Fig. 1: metal layers overlaid
The bar under the picture is 20 um long.
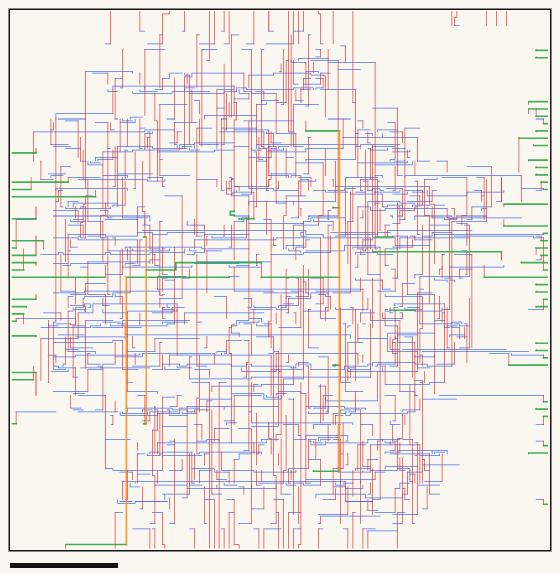
Fig. 2: cell area per tile
10 x 10 tiles, from dark blue (low) to red (high), 0 to 100% covered.
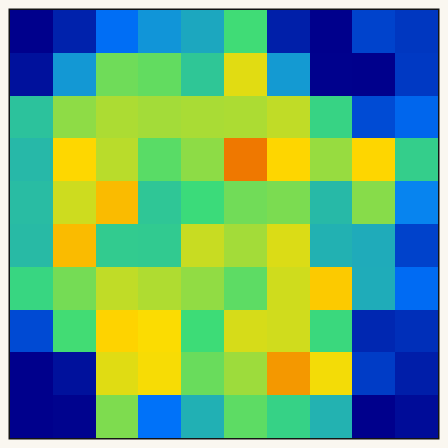
Fig. 3: clock network drawn from the DEF
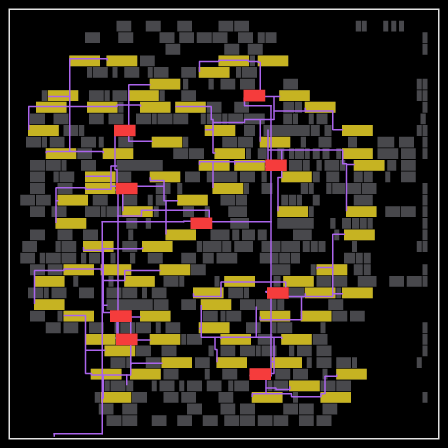
==> config.mk <==
export PLATFORM = sky130hd
export DESIGN_NAME = seq_slt_unit
export DESIGN_NICKNAME = d
export VERILOG_FILES = /design/src/rtl/seq_slt_unit_pkg.sv /design/src/rtl/seq_slt_unit_slice_cmp.sv /design/src/rtl/seq_slt_unit.sv
export SDC_FILE = /design/constraint.sdc
export NUM_CORES = 1
export LEC_CHECK = 0
export ABC_CLOCK_PERIOD_IN_PS = 3640
export CORE_MARGIN = 2
export CORE_UTILIZATION = 40
export CTS_CLUSTER_SIZE = 16
export DETAILED_ROUTE_END_ITERATION = 10
export PLACE_DENSITY = 0.69
export SLEW_MARGIN = 30
export SYNTH_ARGS = -nofsm -noshare
export SYNTH_HDL_FRONTEND = slang
export SYNTH_SLANG_ARGS = --single-unit
==> constraint.sdc <==
create_clock -name clk -period 3.64 [get_ports clk]
set_input_delay 1.092 -clock clk [delete_from_list [all_inputs] [get_ports clk]]
set_output_delay 1.092 -clock clk [all_outputs]
set_load 0.05 [all_outputs]
==> flow_summary_export.csv <==
group,metric,value,unit
clocking,cts_root_buf,"clkbuf_8",
floorplanning,die_h,100,um
yosys,synth-xor-area-share,0.00708,
final_layout,area_growth,23.4,%
yosys,netlist_area,3710,um^2
hold_path,hold_depth,2,
clocking,htreeDepth,3,
critical_path,critPathTopFamily,"buffers and inverters",
floorplanning,die_x,100,um
clocking,cts_resized,0,
yosys,yosys_area,3710,um^2
final_timing,fin_setup_tns,0,ns
critical_path,r2r_slack,1.83,ns
clocking,holdBufCountCts,0,
clocking,cts_num_sinks,74,
final_timing,finalCritPeriodShare,0.788,
global_route,antenna_found_initial,0,
yosys,ys_seq_share,0.399,
drt,dr.pass1.iters,4,
drt,drc,0,
yosys,simple_gate_share,0.119,
final_timing,finalHoldViolCount,0,
final_timing,post-route-min-period,2.87,ns
clocking,cts_buffer_depth,2,
critical_path,start_kind,"flop",
final_layout,postLayoutCoreUtil,0.503,
final_timing,setup_ws,0.772,ns
placed_design,globalplace.congestion,0.791,
power_and_ir_drop,power.group.top,"sequential cells",
global_route,grt_pass1_wl,12400,um
critical_path,cp_max_fo,8,
yosys,synthDistinctLibCells,35,
power_and_ir_drop,powerComb,0.435,mW
final_timing,rsz0062_at_grt,"false",
critical_path,critical_path_class,"reg2out",
drt,ant_nets,0,
global_route,overflow,0,
yosys,top_logic_kind,"AND-OR/OR-AND gates",
power_and_ir_drop,sw_frac_of_total,0.269,
power_and_ir_drop,powerDensity,467,nW/um^2
floorplanning,ios,103,
global_route,grt_start_max_net_pins,104,
final_layout,layout_top_cells,"dfxtp_1 (74), clkdlybuf4s50_1 (69), mux2i_1 (55)",
yosys,ff_type,"dfxtp_1",
power_and_ir_drop,seq_power_share,0.427,
power_and_ir_drop,netSwitchingPower,0.576,mW
final_timing,tightest_slew,0.710,ns
clocking,clk_pin_slew,0.08,ns
clocking,tritoncts,"built",
yosys,area_leaders,"dfxtp_1 (40%), mux2i_1 (15%), o211a_1 (12%), buf_4 (7.5%), nand2_1 (5.4%)",
critical_path,worstPathArrival,1.78,ns
yosys,fa_ha_area_frac,0.0337,
power_and_ir_drop,p_leak,2.37,nW
drt,wl_per_cell,13.4,um
placed_design,io_buffers,71,
outcome,status,"finished, final reports clean",
final_layout,insertedDiodeCount,0,
drt,first_iter_violations,97,
yosys,synth_top_area_share,0.399,
## Picture notes: Fig. 1
colour	layer	wire length
green	met3	312 um
red	met2	3,570 um
orange	met4	148 um
blue	met1	3,460 um
gr usage total: 0.157
WL final: 7490 um

## Picture notes: Fig. 2
fullest tile	86%
nearly empty tiles	8.0%
tiles over 75% full	9.0%
mean over tiles	44%
emptiest ninth of the die	upper right
fp util: 0.407
core area: 9110 um^2

## Picture notes: Fig. 3
[red] cells driving clock nets | count: 9
[yellow] flip-flops | count: 74
[purple] clock wires | length: 937 um
flops lie	all over the die
Clock Power Share: 0.370
P_clk: 0.791 mW
Latency at later pin: 0.34 ns
Clock Skew: 0.00784 ns

cell families after synthesis:
logic type	Yosys count
and+or+nand+nor	96
AOI/OAI and AO/OA	75
DFF	74
buffers and inverters	71
muxes	55
adders and majority gates	10
xor gates and xnor gates	3
other	1
cell type report:
type                       count  area, um^2
clock buffer                  11         151
clock inverter                 5         100
fill                         875        4530
inverter                      12        45.0
multi-input combinational    270        1920
sequential                    74        1480
tap                          111         139
timing repair buffer          74         742
routing by layer:
metal	GRT usage	routed length [um]
met1	0.197	3460
met2	0.261	3570
met3	0.0272	312
met4	0.0738	147
met5	0	0
metrics by stage:
step	area (um^2)	hold WS [ns]	std cells
after floorplan	3820	0.438	415
after global routing	4580	0.496	557
after CTS	4580	0.474	557
after global placement	4330	0.450	541
final	4580	0.470	557
after detailed placement	4330	0.462	541
No activity file was given, so power comes from the tool's default toggle rates.
